==> run_1/m1.png <==
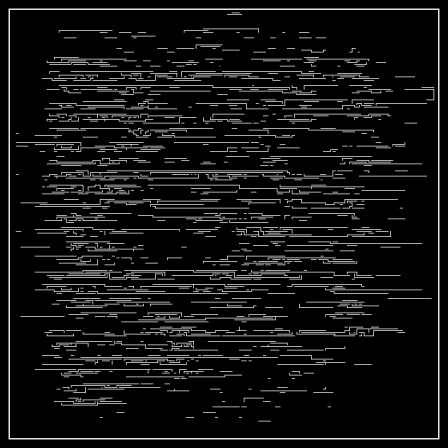
==> run_1/m2.png <==
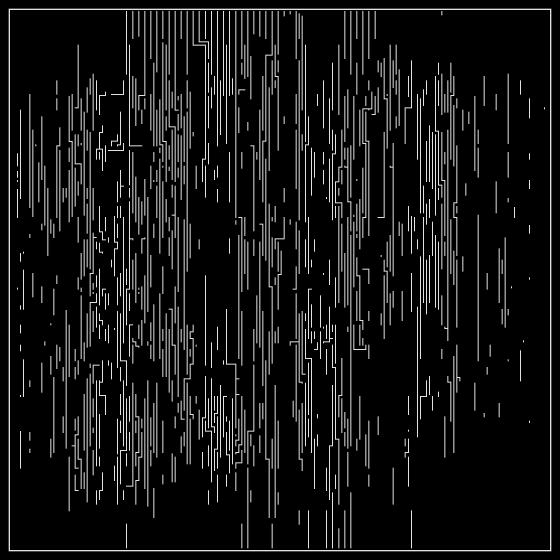
==> run_1/m3.png <==
Scale bar: 20 µm. Cells faint in the background.
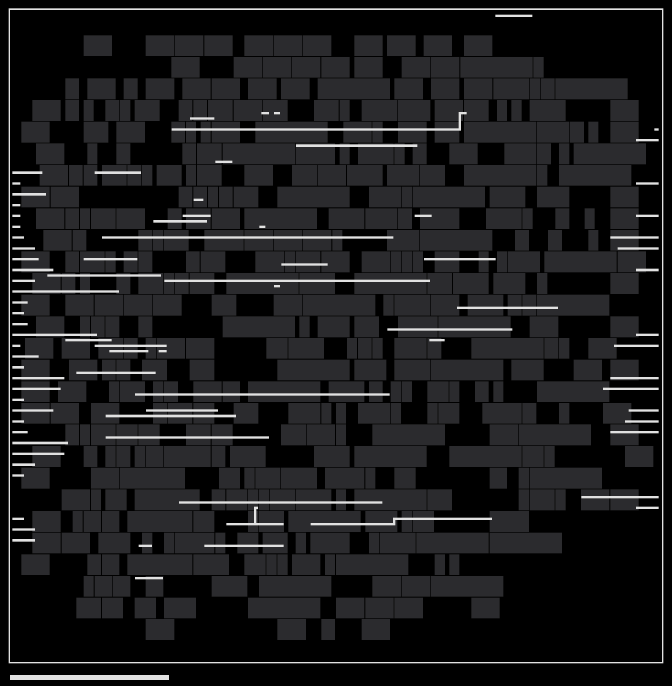
===== src/rtl/shared_gate_pkg.sv =====
// Shared definitions for the arbitrated bitwise gate unit:
// opcode values and FSM state encoding.
package shared_gate_pkg;

    localparam logic [1:0] OP_AND  = 2'b00;
    localparam logic [1:0] OP_OR   = 2'b01;
    localparam logic [1:0] OP_XOR  = 2'b10;
    localparam logic [1:0] OP_NAND = 2'b11;

    typedef enum logic [1:0] {
        S_IDLE = 2'd0,
        S_EXEC = 2'd1,
        S_RESP = 2'd2
    } state_t;

endpackage


===== src/rtl/shared_gate_arbiter_rr_arbiter.sv =====
// Combinational round-robin picker: first set request at or above
// the pointer, wrapping back to index 0.
module rr_arbiter #(
    parameter int NUM_REQ = 4,
    parameter int IDW     = 2
) (
    input  logic [NUM_REQ-1:0] req,
    input  logic [IDW-1:0]     ptr,
    output logic [NUM_REQ-1:0] grant,
    output logic [IDW-1:0]     idx,
    output logic               any_req
);

    logic found;
    int   j;

    always_comb begin
        grant   = '0;
        idx     = '0;
        found   = 1'b0;
        j       = 0;
        any_req = |req;
        for (int k = 0; k < NUM_REQ; k++) begin
            j = int'(ptr) + k;
            if (j >= NUM_REQ) begin
                j = j - NUM_REQ;
            end
            if (!found && req[j]) begin
                found    = 1'b1;
                grant[j] = 1'b1;
                idx      = IDW'(j);
            end
        end
    end

endmodule


===== src/rtl/shared_gate_arbiter.sv =====
// One registered AND/OR/XOR/NAND unit shared by NUM_REQ requesters
// through a round-robin arbiter and an IDLE/EXEC/RESP handshake FSM.
module shared_gate_arbiter
    import shared_gate_pkg::*;
#(
    parameter int NUM_REQ = 4,
    parameter int WIDTH   = 8,
    parameter int IDW     = 2
) (
    input  logic                     clk,
    input  logic                     rst_n,
    input  logic [NUM_REQ-1:0]       req,
    input  logic [NUM_REQ*WIDTH-1:0] a_flat,
    input  logic [NUM_REQ*WIDTH-1:0] b_flat,
    input  logic [NUM_REQ*2-1:0]     op_flat,
    output logic [NUM_REQ-1:0]       gnt,
    output logic                     busy,
    output logic                     rsp_valid,
    output logic [IDW-1:0]           rsp_id,
    output logic [WIDTH-1:0]         rsp_data,
    input  logic                     rsp_ready
);

    state_t             state;
    logic [IDW-1:0]     ptr;
    logic [WIDTH-1:0]   a_q;
    logic [WIDTH-1:0]   b_q;
    logic [1:0]         op_q;
    logic [NUM_REQ-1:0] win_gnt;
    logic [IDW-1:0]     win_idx;
    logic               any_req;

    rr_arbiter #(
        .NUM_REQ (NUM_REQ),
        .IDW     (IDW)
    ) u_arb (
        .req     (req),
        .ptr     (ptr),
        .grant   (win_gnt),
        .idx     (win_idx),
        .any_req (any_req)
    );

    function automatic logic [WIDTH-1:0] gate_eval(
        input logic [1:0]       op,
        input logic [WIDTH-1:0] a,
        input logic [WIDTH-1:0] b
    );
        logic [WIDTH-1:0] r;
        unique case (op)
            OP_AND:  r = a & b;
            OP_OR:   r = a | b;
            OP_XOR:  r = a ^ b;
            OP_NAND: r = ~(a & b);
            default: r = '0;
        endcase
        return r;
    endfunction

    always_ff @(posedge clk or negedge rst_n) begin
        if (!rst_n) begin
            state     <= S_IDLE;
            ptr       <= '0;
            a_q       <= '0;
            b_q       <= '0;
            op_q      <= '0;
            gnt       <= '0;
            busy      <= 1'b0;
            rsp_valid <= 1'b0;
            rsp_id    <= '0;
            rsp_data  <= '0;
        end else begin
            gnt <= '0;
            unique case (state)
                S_IDLE: begin
                    if (any_req) begin
                        a_q    <= a_flat[win_idx*WIDTH +: WIDTH];
                        b_q    <= b_flat[win_idx*WIDTH +: WIDTH];
                        op_q   <= op_flat[win_idx*2 +: 2];
                        gnt    <= win_gnt;
                        rsp_id <= win_idx;
                        busy   <= 1'b1;
                        state  <= S_EXEC;
                    end
                end
                S_EXEC: begin
                    rsp_data  <= gate_eval(op_q, a_q, b_q);
                    rsp_valid <= 1'b1;
                    state     <= S_RESP;
                end
                S_RESP: begin
                    // pointer moves past the winner only once the result is taken
                    if (rsp_valid && rsp_ready) begin
                        rsp_valid <= 1'b0;
                        busy      <= 1'b0;
                        ptr       <= (rsp_id == IDW'(NUM_REQ - 1)) ?
                                     '0 : rsp_id + 1'b1;
                        state     <= S_IDLE;
                    end
                end
                default: state <= S_IDLE;
            endcase
        end
    end

endmodule


===== config.mk =====
export PLATFORM = sky130hd
export DESIGN_NAME = shared_gate_arbiter
export DESIGN_NICKNAME = d
export VERILOG_FILES = /design/src/rtl/shared_gate_pkg.sv /design/src/rtl/shared_gate_arbiter_rr_arbiter.sv /design/src/rtl/shared_gate_arbiter.sv
export SDC_FILE = /design/constraint.sdc
export NUM_CORES = 1
export LEC_CHECK = 0
export CORE_UTILIZATION = 47
export CTS_CLUSTER_DIAMETER = 150
export CTS_CLUSTER_SIZE = 12
export DETAILED_ROUTE_END_ITERATION = 6
export PLACE_DENSITY = 0.8
export SLEW_MARGIN = 20
export SYNTH_ARGS = -nofsm -noshare
export SYNTH_HDL_FRONTEND = slang
export SYNTH_SLANG_ARGS = --single-unit

===== constraint.sdc =====
create_clock -name clk -period 3.9 [get_ports clk]
set_input_delay 0.78 -clock clk [delete_from_list [all_inputs] [get_ports clk]]
set_output_delay 0.78 -clock clk [all_outputs]
set_load 0.01 [all_outputs]

==> impl_metrics.yaml, run 1 <==
# flow metrics
power:
  swShare_pct: 44.7
  pwr-share-clk_pct: 10.3
  vdd_drop_max_mv: 0.548
synth:
  synthCells: 334
  synth-adder-area-share_pct: 9.15
cts:
  post_cts_buffers: 0
  cts-resized-gates: 0
  insertion_delay_ps: 290
global_route:
  antenna_found_initial: 0
final_timing:
  finalSetupViolCount: 0
  tns_ps: 0
die:
  die_h_um: 82
  die_area_um2: 6720
placed_design:
  placed_area_um2: 3930
  dpl.hpwl_mm: 6.16
worst_hold_path:
  hold_path_class: "flop to flop"
worst_setup_path:
  crit_required_ps: 4040
  crit_arrival_ps: 3370
  crit_chain: "inv_1 > ha_1 > mux4_2 > nor2b_4 > o21ai_4 > o21ai_2 > buf_4 > mux2i_1 > o221ai_1"
run_status:
  outcome: "finished clean"
job:
  tool_warnings: 38
finish:
  instances_no_fill: 488
routing:
  via_per_inst: 5.97
Back to the opening pictures, m1.png:
nets with wire on the layer: 434
main direction: horizontal
wire length on this layer: 3610 µm
longest straight run: 37.7 µm
GRT met1 Usage: 35.2%
vias: 2915
final wirelength: 8.16 mm

Back to the opening pictures, m2.png:
main direction: vertical
share of all routed wire: 47%

Back to the opening pictures, m3.png:
longest straight run: 36.3 µm
share of all routed wire: 6.9%
met3 Track Usage GR: 4.33%

## run 1: sequential cells by signal (all words and copies together) (netlist names)
name,count
a_q,8
b_q,8
rsp_data,8
gnt,4
op_q,2
ptr,2
rsp_id,2
state,2
busy,1
rsp_valid,1
## run 1: critical path: cells and delay by family, from the launching register on
kind,cells,cell delay (ps)
adders and majority gates,1,420
AOI/OAI and AO/OA,3,500
DFF,1,540
and+or+nand+nor,1,270
buffers and inverters,2,460
muxes,2,890
## run 1: layout by cell type (no fill, tap or decap), drive strengths merged, types with 6 or more instances in the layout
cell	count
o21ai	19
clkdlybuf4s50	93
o221ai	34
mux2	19
nor2	30
inv	20
nand2	33
buf	6
ha	22
dfrtp	38
clkbuf	8
mux2i	19
nor3	39
## run 1: metrics by stage
step / hold slack [ps] / utilization (%) / setup slack (ps)
finish: 480 / 66.6 / 670
global route: 502 / 66.6 / 464
CTS: 486 / 66.6 / 688
detailed placement: 469 / 64.8 / 381
global placement: 460 / 64.8 / 537
floorplan: 484 / - / 1020
## run 1: per-layer routing
| metal | wire [µm] | GRT usage [%] | part of all wire [%] |
|---|---|---|---|
| met5 | 0 | 0 | 0 |
| met3 | 560 | 4.33 | 6.9 |
| met4 | 133 | 8.25 | 1.6 |
| met2 | 3860 | 38.9 | 47 |
| met1 | 3610 | 35.2 | 44 |
## run 1: path summary, 6_finish.rpt
check	start	to	slack (ps)	cells after the start
worst min register to register	busy	busy	480	2
min in group asynchronous	rst_n	gnt[1]	590	1
worst min-delay path	busy	busy	480	2
worst max-delay path	ptr[1]	b_q[1]	670	9
max in group asynchronous	rst_n	a_q[6]	2770	1
worst max register to register	ptr[1]	b_q[1]	670	9
## run 1: power groups by stage
stage / sequential, mW / clock, mW / combinational (mW)
final: 0.766 / 0.317 / 1.98
after global routing: 0.794 / 0.335 / 2.19
after detailed placement: 0.774 / 0 / 1.96
after floorplan: 0.736 / 0 / 1.45
after CTS: 0.766 / 0.321 / 1.97
after global placement: 0.759 / 0 / 1.87
## run 1: layout make-up
type,instances,area [µm²]
Fill cell,498,2020
Multi-Input combinational cell,248,1830
Timing Repair Buffer,99,973
Sequential cell,38,951
Clock buffer,8,110
Tap cell,75,93.8
Inverter,20,75.1
## run 1: cells by family (layout without fill, tap and decap cells)
kind of cell / Yosys count / in the layout
buffers and inverters: 48 / 127
DFF: 38 / 38
AOI/OAI and AO/OA: 72 / 72
adders and majority gates: 22 / 22
and+or+nand+nor: 112 / 112
muxes: 42 / 42
==> run_1/m4.png <==
Scale bar: 20 µm.
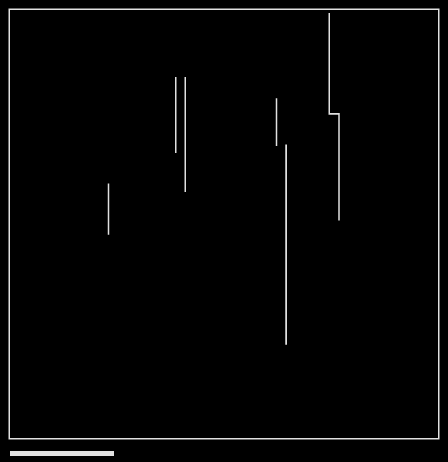

==> run 2, diff against run 1 <==
==> constraint.sdc (replaced) <==
create_clock -name clk -period 3.2 [get_ports clk]
set_input_delay 0.64 -clock clk [delete_from_list [all_inputs] [get_ports clk]]
set_output_delay 0.64 -clock clk [all_outputs]
set_load 0.01 [all_outputs]
==> run_2/m4.png <==
Scale bar: 20 µm.
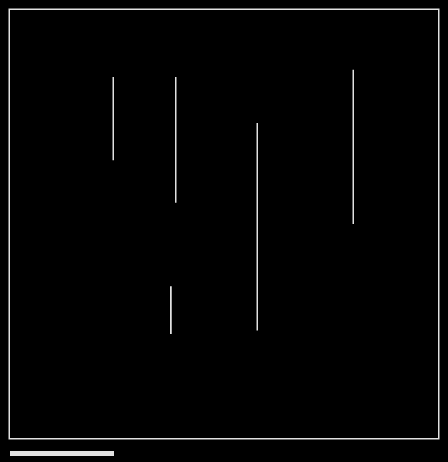
nets with wire on the layer: 5
wire length on this layer: 117 µm
longest straight run: 39.4 µm
final wirelength: 8.42 mm
vias: 2949

==> run 2 against run 1 <==
Core utilization up 0.85 points; critical path depth is the same; sequential share of layout area fell by 0.30 points; sequential power rose by about 20%; synthesized cell count unchanged; flip-flop count is the same; routed wire length up 3.1%; clock skew down 0.88 ps; first-iteration DRC count up 21%; register-to-register slack got worse by 390 ps; non-clock buffer count increased by 7; critical path type unchanged; highest routed layer unchanged.
==> impl_metrics.yaml, run 2 <==
# flow metrics
worst_setup_path:
  crit_arrival_ps: 3080
  critPathBufInv: 2
  cp_top_family: "multiplexers"
  rr_worst_depth: 9
  crit_chain: "inv_1 > ha_1 > mux4_2 > nor2b_4 > o21ai_4 > o21ai_2 > buf_12 > mux2i_1 > o221ai_1"
  r2r_setup_slack_ps: 280
  crit_required_ps: 3370
  r2r-start: "ptr[0]"
  r2r-end: "a_q[0]"
synth:
  async_flop_share_pct: 100
  synthCells: 334
  seq_area_frac_synth_pct: 31.6
  synth_top_cell_by_count: "nor3_1"
finish:
  reg.largest.list: "a_q x8, b_q x8, rsp_data x8"
  lay_top_count: "clkdlybuf4s50_1"
  register_area_um2: 951
  final_cell_mix: "93 x clkdlybuf4s50_1, 39 x nor3_1, 38 x dfrtp_1"
  fin_util_pct: 67.5
  instances_no_fill: 495
  logic_area_um2: 1840
global_route:
  use_met2_pct: 40.7
  use_met3_pct: 4.78
  met1_usage_pct: 36.1
  grt.busiest_layer: "met2"
  antenna_found_initial: 0
run_status:
  outcome: "finished clean"
die:
  die_area_um2: 6720
  die_h_um: 82
worst_hold_path:
  hold_path_class: "input pin to asynchronous set/reset pin"
placed_design:
  dpl.hpwl_mm: 6.41
  place_inst: 487
  gp_congestion: 0.896
routing:
  via_per_inst: 5.96
final_timing:
  whs_ps: 444
  finalSetupViolCount: 0
  tns_ps: 0
## run 2: cell counts after synthesis
No cell type changed its count.
## run 2: worst max-delay path by stage
stage | startpoint | to | slack (ps) | depth (start not counted)
3_3_place_gp | req[3] | a_q[4] | 20 | 7
6_report | ptr[0] | a_q[0] | 280 | 9
4_1_cts | ptr[0] | a_q[4] | 160 | 8
5_1_grt | ptr[0] | a_q[0] | 170 | 9
2_1_floorplan | ptr[0] | a_q[0] | 320 | 13
3_5_place_dp | req[3] | a_q[4] | -70 | 7
## run 2: power by group
group	switching [mW]	internal, mW	total [mW]
combinational	1.35	1.20	2.55
sequential	0.195	0.726	0.921
clock	0.170	0.174	0.343
total	1.71	2.10	3.81
## run 2: final cells by class
type | instances | share of cell area (%)
repair buffers | 106 | 25.4
multi-input cells | 248 | 45.0
clock inverters | 1 | 0.122
clock buffers | 7 | 2.11
inverters | 20 | 1.84
flip-flops and latches | 38 | 23.3
well taps | 75 | 2.29
## run 2: metal layers
| layer | routed length (µm) | vias to the layer above |
|---|---|---|
| met1 | 3760 | 1377 |
| met3 | 670 | 13 |
| met2 | 3870 | 151 |
| met4 | 116 | 0 |
| li1 | - | 1408 |
| met5 | 0 | - |
## run 2: through the flow
| step | setup WS, ps | total power [mW] | area [µm²] |
|---|---|---|---|
| after floorplan | 320 | 2.67 | 3010 |
| final | 281 | 3.81 | 4090 |
| after global placement | 20.0 | 3.33 | 3990 |
| after detailed placement | -74.1 | 3.43 | 3990 |
| after CTS | 160 | 3.79 | 4080 |
| after global routing | 166 | 4.12 | 4090 |
## run 2: logic make-up (layout without fill, tap and decap cells)
group | Yosys count | in the layout | share of synthesized area [%]
flops | 38 | 38 | 31.6
mux | 42 | 42 | 16.4
compound gates | 72 | 72 | 18.3
fa+ha+maj | 22 | 22 | 9.15
simple gates | 112 | 112 | 17.1
buf+inv | 48 | 134 | 7.40
## run 2: timing repair
item,4_1_cts,5_1_grt
buffers inserted,0,0
hold buffers,0,0
gates resized,0,1
setup endpoints to repair,0,11
==> run_2/congestion_map.png <==
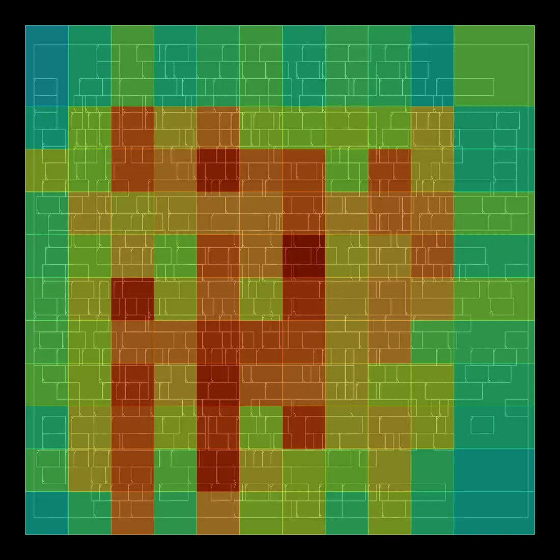

==> run 3, diff against run 2 <==
--- a/config.mk
+++ b/config.mk
@@ -5,12 +5,14 @@
 export SDC_FILE = /design/constraint.sdc
 export NUM_CORES = 1
 export LEC_CHECK = 0
+export CORE_ASPECT_RATIO = 0.9
 export CORE_UTILIZATION = 47
 export CTS_CLUSTER_DIAMETER = 150
 export CTS_CLUSTER_SIZE = 12
 export DETAILED_ROUTE_END_ITERATION = 6
-export PLACE_DENSITY = 0.8
+export PLACE_DENSITY = 0.81
 export SLEW_MARGIN = 20
 export SYNTH_ARGS = -nofsm -noshare
 export SYNTH_HDL_FRONTEND = slang
+export SYNTH_HIERARCHICAL = 1
 export SYNTH_SLANG_ARGS = --single-unit
==> run_3/congestion_map.png <==
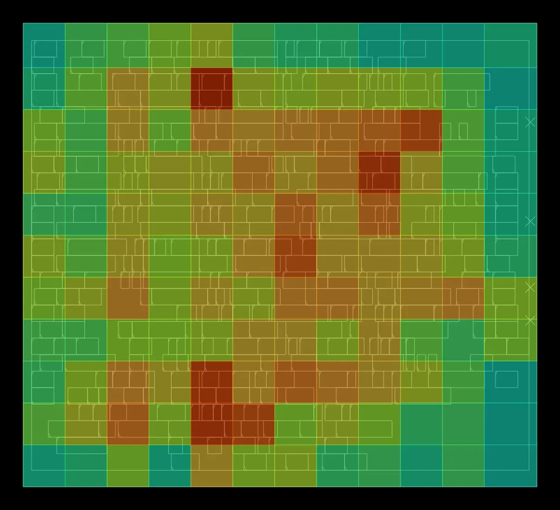
GRT met1 Usage: 27.3%
met3 Track Usage GR: 5.09%

==> run 3 against run 2 <==
The run now ends with DRC left; core utilization is 2.4 points higher; via count down 21%; die size shrank 4.1%; cell area down 1.0%; non-clock buffer count is 4 higher; clock skew increased by 4.2 ps; fmax shrank 3.8%; worst hold slack improved by 3.8 ps; critical path type is now input pin to flop; largest power group unchanged; highest routed layer unchanged.
==> impl_metrics.yaml, run 3 <==
# flow metrics
worst_setup_path:
  r2r_setup_slack_ps: 370
  crit_arrival_ps: 3210
  r2r-end: "b_q[6]"
  crit_required_ps: 3370
  cp_top_family: "multiplexers"
  rr_worst_depth: 11
  critPathBufInv: 2
  cp.depth: 9
  r2r-start: "ptr[0]"
finish:
  fin_util_pct: 69.9
  register_area_um2: 951
  logic_area_um2: 1750
  final_cell_mix: "93 x clkdlybuf4s50_1, 38 x nand2_1, 38 x dfrtp_1"
  lay_top_count: "clkdlybuf4s50_1"
  reg.largest.list: "a_q x8, b_q x8, rsp_data x8"
placed_design:
  gp_congestion: 0.836
  placed_area_um2: 3940
synth:
  synthCells: 258
  seq_area_frac_synth_pct: 33.0
run_status:
  violations: "DRC"
  outcome: "finished with violations"
power:
  total_power_mw: 3.88
die:
  die_h_um: 76.3
  die_area_um2: 6450
routing:
  drc: 4
  vias: 2337
global_route:
  antenna_found_initial: 0
worst_hold_path:
  hold_path_class: "input pin to asynchronous set/reset pin"
run 3: cell types whose count changed after synthesis, moves of 3 or more:
cell      change
mux4_1       +16
o21ai_0      +13
nor3_1       -39
o221ai_1     -34
a221oi_1      -4
ha_1          +3
clkbuf_1     -10
mux2_2        -9
nor2b_1       +3
o22ai_1       -3
and2_1        +4
nor2_1       -24
nand2_1       +5
a22oi_1       +4
run 3: stage by stage:
step | TNS, ps | hold slack, ps | worst slack [ps]
global placement | -183 | 463 | -30.6
floorplan | 0 | 344 | 86.9
global route | 0 | 493 | 44.6
detailed placement | -1850 | 471 | -135
CTS | 0 | 463 | 178
finish | 0 | 447 | 167
run 3: cell families (layout without fill, tap and decap cells):
kind of cell | count (synthesis) | count (layout) | share of synthesized area, %
multiplexers | 50 | 50 | 28.5
adder cells (fa/ha/maj) | 25 | 25 | 10.9
AND-OR/OR-AND | 47 | 47 | 10.2
flip-flops | 38 | 38 | 33.0
AND/OR/NAND/NOR | 61 | 61 | 10.9
buffers and inverters | 37 | 138 | 6.64
run 3: final cells by class:
cell class / count / area share (%)
clock buffer: 5 / 1.70
inverter: 20 / 1.89
multi-input combinational: 183 / 43.4
clock inverter: 3 / 0.989
tap: 70 / 2.16
sequential: 38 / 23.5
timing repair buffer: 110 / 26.4
run 3: where the power goes:
group          internal (mW)  leakage [nW]  switching [mW]  total, mW
Combinational           1.37          1.30            1.18       2.55
Sequential             0.723         0.469           0.204      0.926
Clock                  0.229        0.0579           0.171      0.400
Total                   2.32          1.82            1.55       3.88
run 3: worst max path at each step:
stage,startpoint,end,slack [ps]
finish,req[1],b_q[6],170
detailed placement,req[1],b_q[6],-140
floorplan,ptr[0],b_q[7],90
global route,req[1],b_q[1],40
CTS,req[1],b_q[6],180
global placement,req[1],a_q[3],-30
run 3: metal layers:
| layer | wire length [µm] | global-route usage [%] |
|---|---|---|
| met2 | 3230 | 35.0 |
| met3 | 406 | 5.09 |
| met1 | 2940 | 27.3 |
| met4 | 87 | 5.42 |
| met5 | 0 | 0 |
Power is estimated from default activity; no workload was simulated.
